Figure 1. Nets reached from selected ports (run 1).
(3 px per um)
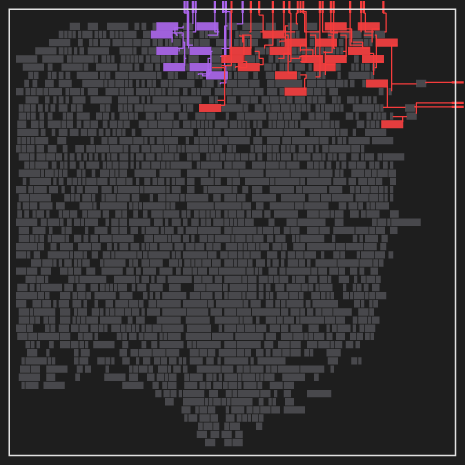
Figure 2. Clock routing (run 1).
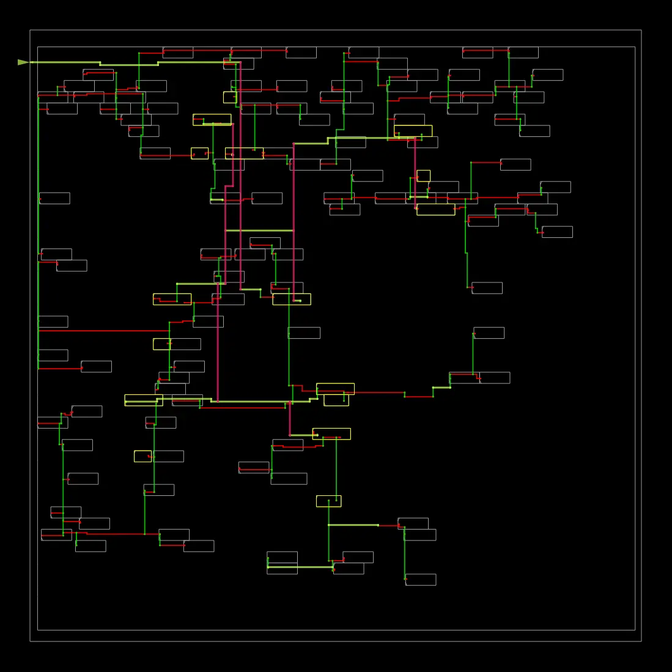
Figure 3. Where the registers sit (run 1).
(2 px per um) Other sequential cells in the stronger gray, the rest of the logic in the fainter gray.
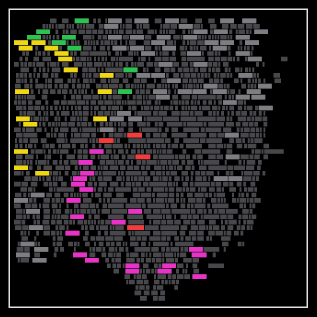
--- src/rtl/multihPhaseDetPkg.sv ---
// rtl/multihPhaseDetPkg.sv - shared types, widths and CORDIC arctangent table
//
// Purpose: state encoding, width constants and the 16-entry arctangent table
// (units of 2*pi/65536) used by multih_phase_detector and cordicAtanRom.
// Ports: none (package).
package multihPhaseDetPkg;

  typedef enum logic [1:0] {
    ST_IDLE = 2'd0,
    ST_ROT  = 2'd1,
    ST_DONE = 2'd2
  } state_t;

  localparam int IN_W  = 18;  // input sample width
  localparam int EXT_W = 20;  // internal x/y width, headroom for negation and gain
  localparam int Z_W   = 16;  // angle accumulator width, 2*pi/65536 per LSB
  localparam int PH_W  = 8;   // output phase width, 2*pi/256 per LSB
  localparam int K_W   = 4;   // iteration index width
  localparam int MAG_W = 20;  // magnitude output width

  // round(atan(2^-k) * 65536 / (2*pi)), k = 0..15
  localparam logic [Z_W-1:0] ATAN_TABLE [16] = '{
    16'h2000, 16'h12E4, 16'h09FB, 16'h0511,
    16'h028B, 16'h0146, 16'h00A3, 16'h0051,
    16'h0029, 16'h0014, 16'h000A, 16'h0005,
    16'h0003, 16'h0001, 16'h0001, 16'h0000
  };

endpackage

--- src/rtl/cordicAtanRom.sv ---
// rtl/cordicAtanRom.sv - combinational arctangent lookup for the CORDIC engine
//
// Purpose: maps iteration index k to atan(2^-k) in units of 2*pi/65536.
// Ports:
//   k    in  [3:0]  iteration index
//   atan out [15:0] arctangent of 2^-k
module cordicAtanRom
  import multihPhaseDetPkg::*;
(
  input  logic [K_W-1:0] k,
  output logic [Z_W-1:0] atan
);

  assign atan = ATAN_TABLE[k];

endmodule

--- src/rtl/multih_phase_detector.sv ---
// rtl/multih_phase_detector.sv - iterative CORDIC phase detector for the multi-h carrier loop
//
// Purpose: vectors each I/Q symbol sample with one CORDIC micro-rotation per
// clock, rounds the angle to 8 bits and subtracts the trellis reference phase.
// Optional feature macro: MULTIH_PHASE_MAG_GATE_EN (magnitude-gated validity).
// Ports:
//   clk, reset           clock, synchronous active-high reset
//   symEn                symbol strobe qualifying iIn/qIn/refPhase
//   iIn, qIn    [17:0]   signed sample, 1.0 = 131072
//   refPhase    [7:0]    expected phase, 2*pi/256 units
//   magThreshold[15:0]   validity threshold vs magnitude[19:4]
//   phaseError  [7:0]    signed phase error
//   phaseErrorEn         one-cycle new-result pulse
//   phaseErrorValid      reliability flag, qualified by phaseErrorEn
//   magnitude   [19:0]   CORDIC x result (includes gain ~1.6468)
//   busy                 engine processing a sample
//   overrunCount[7:0]    saturating count of dropped strobes
module multih_phase_detector
  import multihPhaseDetPkg::*;
#(
  parameter int ITER = 12
) (
  input  logic             clk,
  input  logic             reset,
  input  logic             symEn,
  input  logic [IN_W-1:0]  iIn,
  input  logic [IN_W-1:0]  qIn,
  input  logic [PH_W-1:0]  refPhase,
  input  logic [15:0]      magThreshold,
  output logic [PH_W-1:0]  phaseError,
  output logic             phaseErrorEn,
  output logic             phaseErrorValid,
  output logic [MAG_W-1:0] magnitude,
  output logic             busy,
  output logic [7:0]       overrunCount
);

  localparam logic [K_W-1:0] K_LAST = K_W'(ITER - 1);

  state_t                  state;
  state_t                  state_nxt;
  logic signed [EXT_W-1:0] x;
  logic signed [EXT_W-1:0] y;
  logic [Z_W-1:0]          z;
  logic [K_W-1:0]          k;
  logic [PH_W-1:0]         ref_q;
  logic                    zero_q;

  logic [Z_W-1:0]          atan_k;
  logic signed [EXT_W-1:0] i_ext;
  logic signed [EXT_W-1:0] q_ext;
  logic                    i_neg;
  logic signed [EXT_W-1:0] x_rot;
  logic signed [EXT_W-1:0] y_rot;
  logic [Z_W-1:0]          z_rot;
  logic [PH_W-1:0]         phase;
  logic                    valid_nxt;

  cordicAtanRom u_atan_rom (
    .k    (k),
    .atan (atan_k)
  );

  // 20-bit extension lets -131072 be negated without overflow.
  assign i_ext = {{(EXT_W-IN_W){iIn[IN_W-1]}}, iIn};
  assign q_ext = {{(EXT_W-IN_W){qIn[IN_W-1]}}, qIn};
  assign i_neg = i_ext[EXT_W-1];

  assign busy = (state != ST_IDLE);

  always_comb begin
    state_nxt = state;
    case (state)
      ST_IDLE: if (symEn) state_nxt = ST_ROT;
      ST_ROT:  if (k == K_LAST) state_nxt = ST_DONE;
      ST_DONE: state_nxt = ST_IDLE;
      default: state_nxt = ST_IDLE;
    endcase
  end

  // One micro-rotation; both updates use the pre-rotation x and y.
  always_comb begin
    x_rot = x;
    y_rot = y;
    z_rot = z;
    if (!y[EXT_W-1]) begin
      x_rot = x + (y >>> k);
      y_rot = y - (x >>> k);
      z_rot = z + atan_k;
    end else begin
      x_rot = x - (y >>> k);
      y_rot = y + (x >>> k);
      z_rot = z - atan_k;
    end
  end

  // A zero vector would otherwise accumulate the full atan sum (y stays 0,
  // so every step rotates positively); force its phase to 0 instead.
  always_comb begin
    phase = z[Z_W-1:Z_W-PH_W] + {{(PH_W-1){1'b0}}, z[Z_W-PH_W-1]};
    if (zero_q) phase = '0;
  end

`ifdef MULTIH_PHASE_MAG_GATE_EN
  assign valid_nxt = (x[EXT_W-1:4] >= magThreshold);
`else
  logic unused_mag_threshold;
  assign unused_mag_threshold = &{1'b0, magThreshold};
  assign valid_nxt = 1'b1;
`endif

  always_ff @(posedge clk) begin
    if (reset) begin
      state           <= ST_IDLE;
      x               <= '0;
      y               <= '0;
      z               <= '0;
      k               <= '0;
      ref_q           <= '0;
      zero_q          <= 1'b0;
      phaseError      <= '0;
      phaseErrorEn    <= 1'b0;
      phaseErrorValid <= 1'b0;
      magnitude       <= '0;
      overrunCount    <= '0;
    end else begin
      state        <= state_nxt;
      phaseErrorEn <= 1'b0;
      case (state)
        ST_IDLE: begin
          if (symEn) begin
            x      <= i_neg ? -i_ext : i_ext;
            y      <= i_neg ? -q_ext : q_ext;
            z      <= i_neg ? 16'h8000 : 16'h0000;
            k      <= '0;
            ref_q  <= refPhase;
            zero_q <= (iIn == '0) && (qIn == '0);
          end
        end
        ST_ROT: begin
          x <= x_rot;
          y <= y_rot;
          z <= z_rot;
          k <= k + K_W'(1);
        end
        ST_DONE: begin
          phaseError      <= phase - ref_q;
          magnitude       <= x;
          phaseErrorValid <= valid_nxt;
          phaseErrorEn    <= 1'b1;
        end
        default: ;
      endcase
      if (symEn && (state != ST_IDLE) && (overrunCount != 8'hFF))
        overrunCount <= overrunCount + 8'd1;
    end
  end

endmodule
--- config.mk ---
export PLATFORM = sky130hd
export DESIGN_NAME = multih_phase_detector
export DESIGN_NICKNAME = d
export VERILOG_FILES = /design/src/rtl/multihPhaseDetPkg.sv /design/src/rtl/cordicAtanRom.sv /design/src/rtl/multih_phase_detector.sv
export SDC_FILE = /design/constraint.sdc
export NUM_CORES = 1
export LEC_CHECK = 0
export ABC_AREA = 0
export CAP_MARGIN = 20
export CORE_MARGIN = 1.5
export CORE_UTILIZATION = 54
export CTS_CLUSTER_SIZE = 20
export DETAILED_ROUTE_END_ITERATION = 7
export PLACE_DENSITY = 0.88
export SLEW_MARGIN = 40
export SYNTH_ARGS = -nofsm -noshare
export SYNTH_HDL_FRONTEND = slang
export SYNTH_HIERARCHICAL = 1
export SYNTH_SLANG_ARGS = --single-unit
--- constraint.sdc ---
create_clock -name clk -period 5.4 [get_ports clk]
set_input_delay 0.81 -clock clk [delete_from_list [all_inputs] [get_ports clk]]
set_output_delay 0.81 -clock clk [all_outputs]
set_load 0.01 [all_outputs]
==> results.toml, run 1 <==
# physical design summary
[finish]
lay_top_count = "nor2_1"
fill_cells = 1643
logic_area_sq_um = 8670
final_area_sq_um = 12900
logic_gates = 1204
final-clk-cell-share = 0.0240

[detailed_routing]
route.met3.wl_um = 2370
antenna_left = 0

[sta]
whs_ns = 0.454
final-setup-viol-count = 0

[pwr]
vdd_drop_max_mv = 0.223
switchingPower_mw = 2.67
seqPwrFrac = 0.198

[synth]
top_area_frac = 0.192
synth.cell_area_sq_um = 11400
yosys.area.top_type = "dfxtp_1"
synth_seq_share = 0.192
synth-edff-count = 0

[global_routing]
grt_util_met3 = 0.0494
grt_pass1_wl_um = 52100
overflow = 0
grt_usage = 0.292
grt_max_degree = 81

[clocking]
cts.path.max_buffers = 2
cts_hold_buf = 0
clk_pin_slew_worst_paths_ns = 0.08

[floorplan]
chipArea_sq_um = 22000

[worst_setup_path]
rrSetupSlack_ns = 0.20
cpMostUsedCell = "a221oi_1"
path_depth = 16
crit_family = "AND-OR/OR-AND gates"
critPathArrivalTime_ns = 5.46
cp-end-kind = "register"

[run_status]
status = "finished, final reports clean"

[worst_hold_path]
hp-class = "reg -> reg"

[job]
warning_count = 53
Notes on Figure 1 above:
legend:
  red:
    port: magnitude
    bits: 20
    direction: output
    edge: 17 top, 3 right
    end_cells: 20
    buffers: 20
    wire: 510 um
  purple:
    port: phaseError
    bits: 8
    direction: output
    edge: top
    end_cells: 8
    buffers: 8
    wire: 168 um
PortBufs: 85
# IOs: 102

Notes on Figure 2 above:
Latency at later pin: 0.38 ns
clk sinks: 109
clkbuf count: 9
total CTS buffers: 9
Clk power: 0.716 mW

Notes on Figure 3 above:
legend:
  magenta:
    netlist_name: y
    placed_flops: 20
  green:
    netlist_name: ref_q
    placed_flops: 8
    where: upper left
  red:
    netlist_name: k
    placed_flops: 4
    where: center
  yellow:
    netlist_name: z
    placed_flops: 16
not colored: 61
FF/Latch Area: 2190 sq um
Core Util, Final: 0.628
Flop+latch power: 1.11 mW
flop share of the area: 0.170

Figure 4. Wiring by layer (run 1).
(2 px per um)
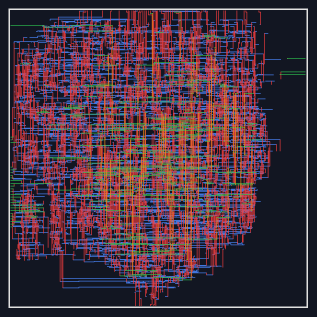

==> inputs of run 2 (changes only) <==
--- a/config.mk
+++ b/config.mk
@@ -6,12 +6,12 @@
 export NUM_CORES = 1
 export LEC_CHECK = 0
 export ABC_AREA = 0
-export CAP_MARGIN = 20
 export CORE_MARGIN = 1.5
 export CORE_UTILIZATION = 54
 export CTS_CLUSTER_SIZE = 20
 export DETAILED_ROUTE_END_ITERATION = 7
 export PLACE_DENSITY = 0.88
+export RECOVER_POWER = 25
 export SLEW_MARGIN = 40
 export SYNTH_ARGS = -nofsm -noshare
 export SYNTH_HDL_FRONTEND = slang
Figure 5. Wiring by layer (run 2).
(2 px per um)
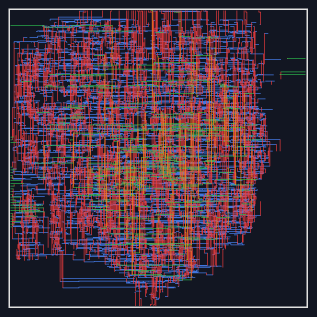
legend:
  red:
    layer: met2
    wire_length: 15,300 um
  orange:
    layer: met4
    wire_length: 1,810 um
  blue:
    layer: met1
    wire_length: 13,200 um
  green:
    layer: met3
    wire_length: 2,440 um
Routed WL per cell: 18.5 um
Overall Global Routing Usage: 0.292
DR vias: 11,400

Figure 6. Gate families picked out (run 2).
(2 px per um)
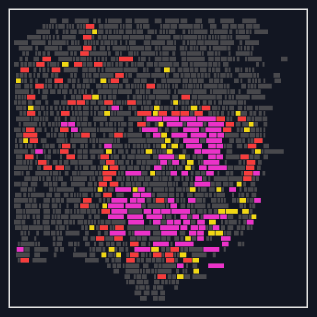
legend:
  red:
    family: adder and majority cells
    cells: 82
    most_used: ha_1
    where: spread over the die
  yellow:
    family: AND-OR and OR-AND gates
    cells: 54
    most_used: a21o_1
  magenta:
    family: multiplexers
    cells: 97
    most_used: mux4_2
final non-filler cell total: 1,772
most frequent logic cell in the layout: nor2_1

==> results.toml, run 2 <==
# physical design summary
[run_status]
status = "complete, but fails checks"
violations = "capacitance limit, slew limit"

[job]
warning_count = 53
maxCapViolations = 1

[finish]
utilization = 0.627
regArea_sq_um = 2190
final-clk-cell-share = 0.0240
logic_gates = 1204
fill_cells = 1643

[sta]
whs_ns = 0.452
maxSlewViolCount = 31
final-setup-viol-count = 0

[pwr]
seq-power_mw = 1.11
switchingPower_mw = 2.67
seqPwrFrac = 0.198
p_clk_mw = 0.714

[clocking]
cts.path.max_buffers = 2
clkSinkCount = 109
cts_hold_buf = 0
clk_pin_slew_worst_paths_ns = 0.08
cts_buffers = 9

[worst_setup_path]
cp-end-kind = "register"
cpMostUsedCell = "a221oi_1"
path_depth = 16
critPathArrivalTime_ns = 5.48
rrSetupSlack_ns = 0.18

[synth]
synth-edff-count = 0
synth.cell_area_sq_um = 11400
top_area_frac = 0.192
yosys.area.top_type = "dfxtp_1"

[place]
port-buffer-count = 85

[detailed_routing]
antenna_left = 0
route.met3.wl_um = 2440

[global_routing]
overflow = 0
grt_util_met3 = 0.0494
grt_max_degree = 81

[floorplan]
chipArea_sq_um = 22000
Power figures rest on the tool's default switching activity, not on a simulated workload.
